### config.mk
export PLATFORM = sky130hd
export DESIGN_NAME = tag_busy_table
export DESIGN_NICKNAME = d
export VERILOG_FILES = /design/src/rtl/tag_pkg.sv /design/src/rtl/decoder4_to_16.sv /design/src/rtl/tag_busy_table.sv
export SDC_FILE = /design/constraint.sdc
export NUM_CORES = 1
export LEC_CHECK = 0
export ABC_AREA = 1
export CAP_MARGIN = 20
export CELL_PAD_IN_SITES_DETAIL_PLACEMENT = 2
export CELL_PAD_IN_SITES_GLOBAL_PLACEMENT = 2
export CORE_MARGIN = 2
export CORE_UTILIZATION = 25
export CTS_CLUSTER_DIAMETER = 50
export CTS_CLUSTER_SIZE = 16
export DETAILED_ROUTE_END_ITERATION = 10
export GPL_TIMING_DRIVEN = 0
export PLACE_DENSITY_LB_ADDON = 0.05
export SLEW_MARGIN = 20
export SYNTH_ARGS = -nofsm -noshare
export SYNTH_HDL_FRONTEND = slang
export SYNTH_SLANG_ARGS = --single-unit
### constraint.sdc
create_clock -name i_clk -period 4.5 [get_ports i_clk]
set_input_delay 0.9 -clock i_clk [delete_from_list [all_inputs] [get_ports i_clk]]
set_output_delay 0.9 -clock i_clk [all_outputs]
set_load 0.05 [all_outputs]
### src/rtl/tag_pkg.sv
// Shared widths and types for the tag busy table.
package tag_pkg;

  localparam int unsigned TAG_W   = 4;
  localparam int unsigned ENTRIES = 2 ** TAG_W;
  localparam int unsigned CNT_W   = TAG_W + 1;
  localparam int unsigned PORTS   = 2;

  typedef logic [TAG_W-1:0]   tag_t;
  typedef logic [ENTRIES-1:0] tag_mask_t;
  typedef logic [CNT_W-1:0]   cnt_t;

  // Number of set bits in a tag mask.
  function automatic cnt_t popcount(input tag_mask_t m);
    cnt_t acc;
    acc = '0;
    for (int unsigned i = 0; i < ENTRIES; i++) begin
      acc = acc + CNT_W'(m[TAG_W'(i)]);
    end
    return acc;
  endfunction

endpackage

### src/rtl/decoder4_to_16.sv
// Binary tag to one-hot mask; all zero when not enabled.
module decoder4_to_16
  import tag_pkg::*;
(
  input  logic [TAG_W-1:0]   i_data,
  input  logic               i_en,
  output logic [ENTRIES-1:0] o_data
);

  always_comb begin
    o_data = '0;
    if (i_en) begin
      o_data[i_data] = 1'b1;
    end
  end

endmodule

### src/rtl/tag_busy_table.sv
// Busy/free tracking for in-flight tags: two allocs and two releases per cycle,
// occupancy, lookup ports and a two-lowest-free finder for the allocator.
module tag_busy_table
  import tag_pkg::*;
(
  input  logic                   i_clk,
  input  logic                   i_rst_n,
  input  logic                   i_flush,
  input  logic [PORTS-1:0]       i_alloc_vld,
  input  tag_t [PORTS-1:0]       i_alloc_tag,
  input  logic [PORTS-1:0]       i_free_vld,
  input  tag_t [PORTS-1:0]       i_free_tag,
  input  tag_t [PORTS-1:0]       i_query_tag,
  output logic [PORTS-1:0]       o_query_busy,
  output logic [ENTRIES-1:0]     o_busy_vec,
  output logic [CNT_W-1:0]       o_busy_cnt,
  output logic                   o_full,
  output logic                   o_empty,
  output tag_t [PORTS-1:0]       o_free_tag,
  output logic [PORTS-1:0]       o_free_vld,
  output logic                   o_err
);

  tag_mask_t [PORTS-1:0] alloc_oh;
  tag_mask_t [PORTS-1:0] free_oh;
  tag_mask_t             set_c;
  tag_mask_t             clr_c;
  tag_mask_t             busy_nxt_c;
  cnt_t                  cnt_nxt_c;
  logic                  err_nxt_c;

  tag_mask_t             busy_q;
  cnt_t                  cnt_q;
  logic                  full_q;
  logic                  empty_q;
  logic                  err_q;

  for (genvar p = 0; p < PORTS; p++) begin : g_dec
    decoder4_to_16 u_alloc_dec (
      .i_data (i_alloc_tag[p]),
      .i_en   (i_alloc_vld[p]),
      .o_data (alloc_oh[p])
    );
    decoder4_to_16 u_free_dec (
      .i_data (i_free_tag[p]),
      .i_en   (i_free_vld[p]),
      .o_data (free_oh[p])
    );
  end

  // Next vector: allocation takes priority over a release of the same tag.
  always_comb begin
    set_c      = alloc_oh[0] | alloc_oh[1];
    clr_c      = free_oh[0] | free_oh[1];
    busy_nxt_c = (busy_q & ~clr_c) | set_c;
    if (i_flush) begin
      busy_nxt_c = '0;
    end
    cnt_nxt_c = popcount(busy_nxt_c);
  end

  // Protocol checks against the current registered vector; suppressed by flush.
  always_comb begin
    err_nxt_c = 1'b0;
    if (i_alloc_vld[0] && busy_q[i_alloc_tag[0]] && !clr_c[i_alloc_tag[0]]) begin
      err_nxt_c = 1'b1;
    end
    if (i_alloc_vld[1] && busy_q[i_alloc_tag[1]] && !clr_c[i_alloc_tag[1]]) begin
      err_nxt_c = 1'b1;
    end
    if ((i_alloc_vld == 2'b11) && (i_alloc_tag[0] == i_alloc_tag[1])) begin
      err_nxt_c = 1'b1;
    end
    if (i_free_vld[0] && !busy_q[i_free_tag[0]]) begin
      err_nxt_c = 1'b1;
    end
    if (i_free_vld[1] && !busy_q[i_free_tag[1]]) begin
      err_nxt_c = 1'b1;
    end
    if (i_flush) begin
      err_nxt_c = 1'b0;
    end
  end

  always_ff @(posedge i_clk or negedge i_rst_n) begin
    if (!i_rst_n) begin
      busy_q  <= '0;
      cnt_q   <= '0;
      full_q  <= 1'b0;
      empty_q <= 1'b1;
      err_q   <= 1'b0;
    end else begin
      busy_q  <= busy_nxt_c;
      cnt_q   <= cnt_nxt_c;
      full_q  <= (cnt_nxt_c == CNT_W'(ENTRIES));
      empty_q <= (cnt_nxt_c == '0);
      err_q   <= err_nxt_c;
    end
  end

  // Two lowest free tags, scanned upward from tag 0.
  always_comb begin
    tag_t idx;
    idx        = '0;
    o_free_tag = '0;
    o_free_vld = '0;
    for (int unsigned i = 0; i < ENTRIES; i++) begin
      idx = TAG_W'(i);
      if (!busy_q[idx]) begin
        if (!o_free_vld[0]) begin
          o_free_tag[0] = idx;
          o_free_vld[0] = 1'b1;
        end else if (!o_free_vld[1]) begin
          o_free_tag[1] = idx;
          o_free_vld[1] = 1'b1;
        end
      end
    end
  end

  always_comb begin
    o_query_busy[0] = busy_q[i_query_tag[0]];
    o_query_busy[1] = busy_q[i_query_tag[1]];
  end

  assign o_busy_vec = busy_q;
  assign o_busy_cnt = cnt_q;
  assign o_full     = full_q;
  assign o_empty    = empty_q;
  assign o_err      = err_q;

endmodule

==> flow_summary.yaml, run 1 <==
# physical design summary
floorplanning:
  die_width_um: 122
  design.core.area_mm2: 0.0138
  design.portCount: 67
  initial_utilization_pct: 25.5
  floorplan.rows: 43
  tapCellCount: 180
yosys:
  compound_area_share_pct: 29.2
  synthAdderAreaFrac_pct: 9.28
  yosys_most_used_dff: "sky130_fd_sc_hd__dfrtp_1"
  post_synth_and_or_nand_nor_area_fraction_pct: 31.6
  synth.cellmix.xorXnorShare_pct: 0.250
  syn_inst_count: 578
  netlist_top_cells_count: "123 x sky130_fd_sc_hd__nand2_1, 94 x sky130_fd_sc_hd__inv_1, 57 x sky130_fd_sc_hd__nor2_1"
  ys_cells: 578
  synth.logic.top_family: "simple AND/OR/NAND/NOR gates"
  synthDominantCellAreaShare_pct: 16.4
  area_leaders: "sky130_fd_sc_hd__dfrtp_1 16%, sky130_fd_sc_hd__nand2_1 13%, sky130_fd_sc_hd__inv_1 10%"
  area_leader_netlist: "sky130_fd_sc_hd__dfrtp_1"
  synth_area_mm2: 0.00351
power:
  power_density_mw_per_mm2: 179
  power.total_uw: 958
  power.ir.vdd_worst_mv: 0.149
clock_network:
  cts.reportedPaths.clkPinSlew_ps: 60
  cts_repair_resize_count: 197
  cts_hold_buf: 0
final_timing:
  slew_at_the_pin_closest_to_its_max_slew_limit_ps: 712
  clock.fmax_mhz: 193
  report.final.setup_viol: 6
  timing.final.ws_setup_ps: -679
  post-route-period-util_pct: 115
  setup_total_negative_slack_ps: -2700
  worst_slew_margin_rel_pct: 52.5
layout:
  area_delta_synth_final_pct: 52.3
  num-clock-buffers: 4
  layout-drive-gt1-share_pct: 28.2
  area.combinational_mm2: 0.00299
  seqAreaFraction_pct: 11.3
  nMultiInputCombCells: 439
  clkCellAreaFrac_pct: 1.48
  number_of_flip_flops_under_the_largest_register_name: 16
  inverters: 102
  final-nonclk-buf-share_pct: 19.6
  fin_area_mm2: 0.00534
  layout.nets: 744
  comb_share_pct: 56.0
  nNonClkBuffers: 123
  combined_flip_flop_and_latch_cell_area_um2: 603
  inserted_diodes: 0
status:
  status: "complete, but fails checks"
  failed_checks: "negative setup slack"
placement:
  dpl_ws_ps: -1730
drt:
  routed_met2_length_um: 9390
  detail_route.wl_per_cell_um: 21.4
  met3WireLength_um: 777
  detailedRoute.firstPassIterationCount: 4
  drc: 0
critical_path:
  rr_startpoint: "o_busy_vec[15]"
  timing.rr.end: "o_empty"
  crit_chain: "buf_12 -> inv_4 -> buf_6 -> nor3_4 -> buf_4 -> a32oi_4 -> nand2_2 -> a31oi_4 -> fa_1 -> inv_2 -> fa_2 -> fa_1 -> inv_2 -> fa_1 -> ha_2 -> inv_2 -> fa_2 -> or2_4 -> nand2_4 -> inv_4 -> nor4_4 -> inv_1 -> nor2_1"
  critPathSlowestCell: "sky130_fd_sc_hd__fa_1"
  worst-setup-path-type: "in -> reg"
  setup.worst_path.start: "i_free_tag[7]"
  worst-path-stages: 23
grt:
  antenna_found_initial: 0
  via_count_of_the_first_global_routing_pass: 5180
  grt_most_used_layer: "met2"
min_path:
  hold_class: "in -> async"
[run 1: report_power, final]
| group | internal, uW | switching (uW) | total [uW] |
|---|---|---|---|
| clock | 121 | 70.5 | 191 |
| combinational | 181 | 331 | 512 |
| sequential | 238 | 16.6 | 255 |
| total | 540 | 418 | 958 |
[run 1: cells in the final DEF (no fill, tap or decap), drive strengths merged, types with 6 or more instances in the layout]
cell	n
inv	101
ha	10
buf	64
dfrtp	23
clkdlybuf4s50	38
o221ai	10
nand4	6
clkbuf	19
a32oi	7
o21ai	45
nor2	67
a31oi	16
fa	10
nand2	127
nand3	44
a21oi	24
o22ai	34
a22oi	14
Fig. 1: run 1, met1 routing
Bar = 20 um. Cells faint in the background.
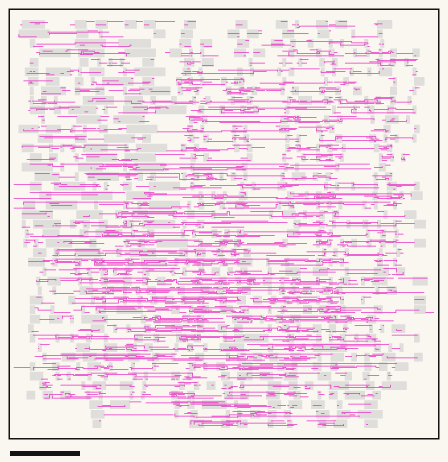
691 nets have wire on it. The wires run mostly horizontal. The layer carries 7,960 um of wire. The layer holds 43% of the routed length. The longest straight run is 65.3 um.
met1 Track Usage GR: 31.8%
Routed WL: 18,600 um
routed via count: 4,808

Fig. 2: run 1, metal 2
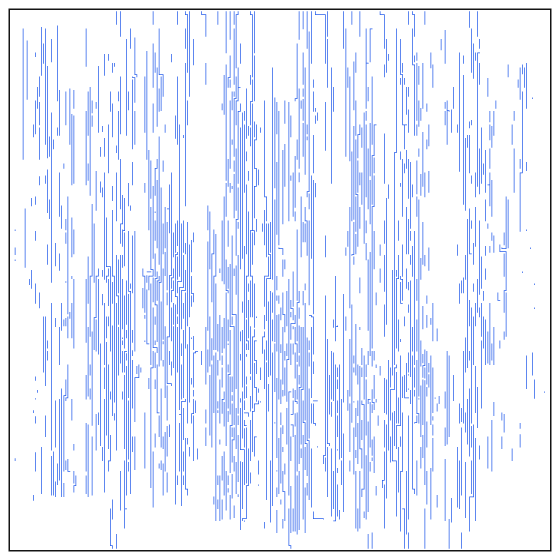
The longest straight run is 48.1 um. 689 nets have wire on it.

Fig. 3: run 1, metal 3
Bar = 20 um.
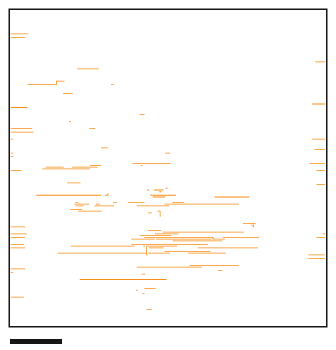
The wires run mostly horizontal. 74 nets have wire on it. The layer carries 778 um of wire. The layer holds 4.2% of the routed length.

Fig. 4: run 1, M4 wires
Bar = 20 um.
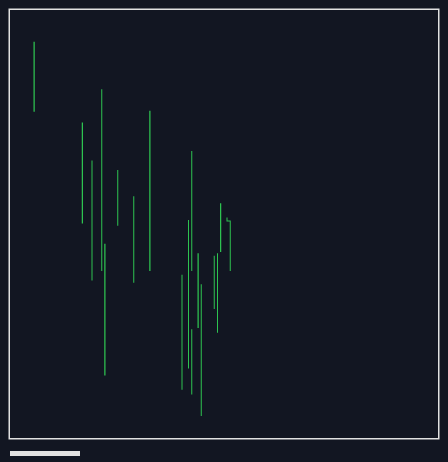

==> run 2, diff against run 1 <==
Settings changed: GPL_ROUTABILITY_DRIVEN from default to 0, SLEW_MARGIN 20 to default, TNS_END_PERCENT from default to 20.
Fig. 5: run 2, M4 wires
Bar = 20 um.
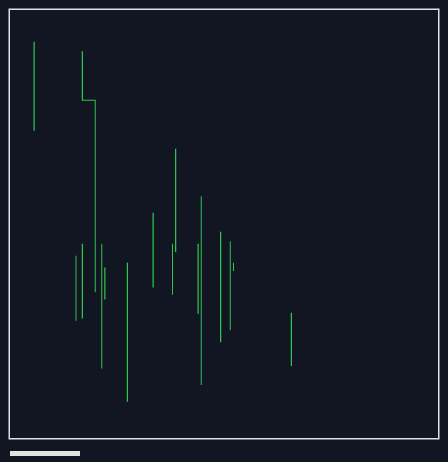
The layer carries 432 um of wire. The wires run mostly vertical. The layer holds 2.3% of the routed length. The longest straight run is 54.8 um. 16 nets have wire on it.
routed via count: 4,824
Routed WL: 18,600 um

Fig. 6: run 2, met1 routing
Bar = 20 um. Cells faint in the background.
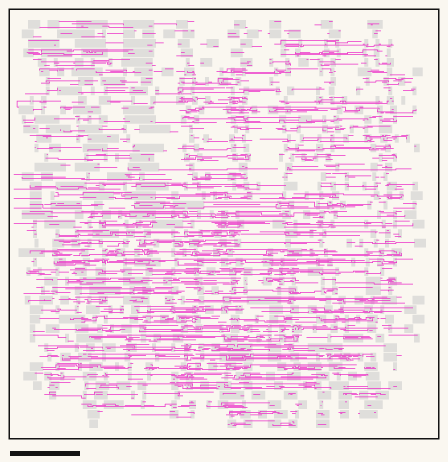
The layer holds 42% of the routed length. The wires run mostly horizontal. 677 nets have wire on it. The longest straight run is 38.6 um.

==> run 2 against run 1 <==
- worst setup slack improved by 58 ps
- cell count decreased by 0.92%
- flip-flop count unchanged
- utilization decreased by 0.091 points
- clock power increased by 37%
- first-iteration DRC count increased by 27%
- sequential power about the same
- register-to-register slack improved by 120 ps
- die size unchanged
- via count increased by 0.33%
- the run still ends with negative setup slack left
- cell area decreased by 0.23%
==> flow_summary.yaml, run 2 <==
# physical design summary
layout:
  lay_top_cells: "110 x sky130_fd_sc_hd__nand2_1, 74 x sky130_fd_sc_hd__inv_1, 43 x sky130_fd_sc_hd__o21ai_0"
  fillCellCount: 1670
  layout-drive-gt1-share_pct: 26.2
  number_of_flip_flops_under_the_largest_register_name: 16
  inserted_diodes: 0
  most_frequent_logic_cell_in_the_layout: "sky130_fd_sc_hd__nand2_1"
  fin_area_mm2: 0.00533
  area_delta_synth_final_pct: 52.0
  layout.nets: 736
  postLayoutCoreUtil_pct: 38.7
  combined_flip_flop_and_latch_cell_area_um2: 603
  area.combinational_mm2: 0.00301
power:
  power.total_uw: 1030
  power.ir.vdd_worst_mv: 0.345
  power_density_mw_per_mm2: 192
critical_path:
  crit_chain: "buf_4 -> nor2_4 -> nand2_1 -> o21ai_1 -> inv_1 -> nand2_2 -> a31oi_4 -> fa_1 -> inv_2 -> fa_1 -> fa_1 -> inv_1 -> fa_1 -> ha_2 -> inv_2 -> fa_2 -> or2_4 -> nand2_2 -> inv_2 -> nor4_4 -> inv_1 -> nor2_1"
  timing.critical_path.from_type: "input pin"
  crit_path_max_fanout: 6
  critical_path_capture_point: "o_empty"
  cpMostUsedCell: "sky130_fd_sc_hd__fa_1"
  cp_data_required_time_ps: 4700
  rr_startpoint: "o_busy_vec[15]"
  critical_path_buf_inv_count: 7
  endpoint_kind: "register"
  worst_path_largest_cell_delay_ps: 530
  r2r_setup_slack_ps: -260
  critPathSlowestCell: "sky130_fd_sc_hd__fa_1"
  timing.rr.end: "o_empty"
  gate_family_responsible_for_the_most_delay_along_the_worst_path: "adder cells"
  worst-path-stages: 22
  setup.worst_path.start: "i_free_tag[2]"
  worst-setup-path-type: "in -> reg"
  arrival_ps: 5320
yosys:
  synthDominantCellAreaShare_pct: 16.4
  ys_cells: 578
  area_leaders: "sky130_fd_sc_hd__dfrtp_1 16%, sky130_fd_sc_hd__nand2_1 13%, sky130_fd_sc_hd__inv_1 10%"
  syn-mean-instance-area_um2: 6.07
  syn_inst_count: 578
  netlist_top_cells_count: "123 x sky130_fd_sc_hd__nand2_1, 94 x sky130_fd_sc_hd__inv_1, 57 x sky130_fd_sc_hd__nor2_1"
  distinct_lib_cells: 37
  area_leader_netlist: "sky130_fd_sc_hd__dfrtp_1"
  synth.yosys.warnings: 0
  floorplan.nets: 629
  postSynthSeqShare_pct: 17.2
  synth_area_mm2: 0.00351
  yosys_most_used_dff: "sky130_fd_sc_hd__dfrtp_1"
  yosys-stat-area_mm2: 0.00351
  number_of_enable_flip_flop_cells: 0
  synth_flops: 24
grt:
  globalRouteMet2Util_pct: 43.9
  globalRouteMet3Util_pct: 2.23
  grt_usage_pct: 24.9
  met1_track_usage_gr_pct: 32.5
  grt_most_used_layer: "met2"
  overflow: 0
  via_count_of_the_first_global_routing_pass: 5101
  grt_start_max_net_pins: 25
  antenna_found_initial: 0
  grt_pass1_wl_um: 28700
min_path:
  hold_class: "reg -> reg"
  hp-start: "o_busy_vec[3]"
  min_delay_path_depth: 2
  hold_critical_path_endpoint: "o_busy_vec[3]"
placement:
  placed_cells: 822
  placedInstanceArea_mm2: 0.00447
  dpl_ws_ps: -1750
floorplanning:
  floorplan.rows: 43
  design.portCount: 67
  die_width_um: 122
  initial_utilization_pct: 25.5
  die_height_um: 122
  design.core.area_mm2: 0.0138
  die_area_mm2: 0.0150
drt:
  routed_via_density: 5.58
  drc: 0
  dr.max_layer_used: "met4"
  routed_met2_length_um: 9420
  detailedRoute.firstPassIterationCount: 4
  drt_iter0_markers: 327
  met3WireLength_um: 929
  detail_route.wl_per_cell_um: 21.6
  length_of_routed_wiring_on_met1_um: 7840
final_timing:
  post-route-min-period_ps: 5120
  report.final.setup_viol: 6
  timing.final.ws_setup_ps: -621
  worst_slew_margin_rel_pct: 57.9
  clock.fmax_mhz: 195
  setup_total_negative_slack_ps: -2300
  slew_at_the_pin_closest_to_its_max_slew_limit_ps: 632
  final_hold_viols: 0
  post-route-period-util_pct: 114
clock_network:
  postCtsSetupBuffers: 29
  insertion_delay_ps: 270
  cts_hold_buf: 0
  clockBufferDepth: 2
  cts_repair_resize_count: 186
  cts.reportedPaths.clkPinSlew_ps: 70
status:
  failed_checks: "negative setup slack"
  status: "complete, but fails checks"
==> run 2: area by class of cell <==
class | count | share of cell area, %
multi-input cells | 439 | 56.4
clock buffers | 3 | 1.41
clock inverters | 1 | 0.563
plain buffers | 13 | 1.22
flip-flops and latches | 24 | 11.3
repair buffers | 102 | 17.2
well taps | 180 | 4.23
inverters | 102 | 7.63
==> run 2: logic make-up (layout without fill, tap and decap cells) <==
logic type	count (synthesis)	after routing	share of synthesized area, %
AND/OR/NAND/NOR	254	254	31.6
AND-OR/OR-AND	164	164	29.2
buffers and inverters	115	221	12.5
flip-flops	24	24	17.2
adder cells (fa/ha/maj)	20	20	9.28
XOR/XNOR	1	1	0.250
==> run 2: power breakdown <==
part	switching (uW)	total [uW]	internal (uW)
clock	83.6	261	177
combinational	333	511	178
sequential	16.4	254	238
total	433	1030	593
Power and IR drop assume default switching activity.
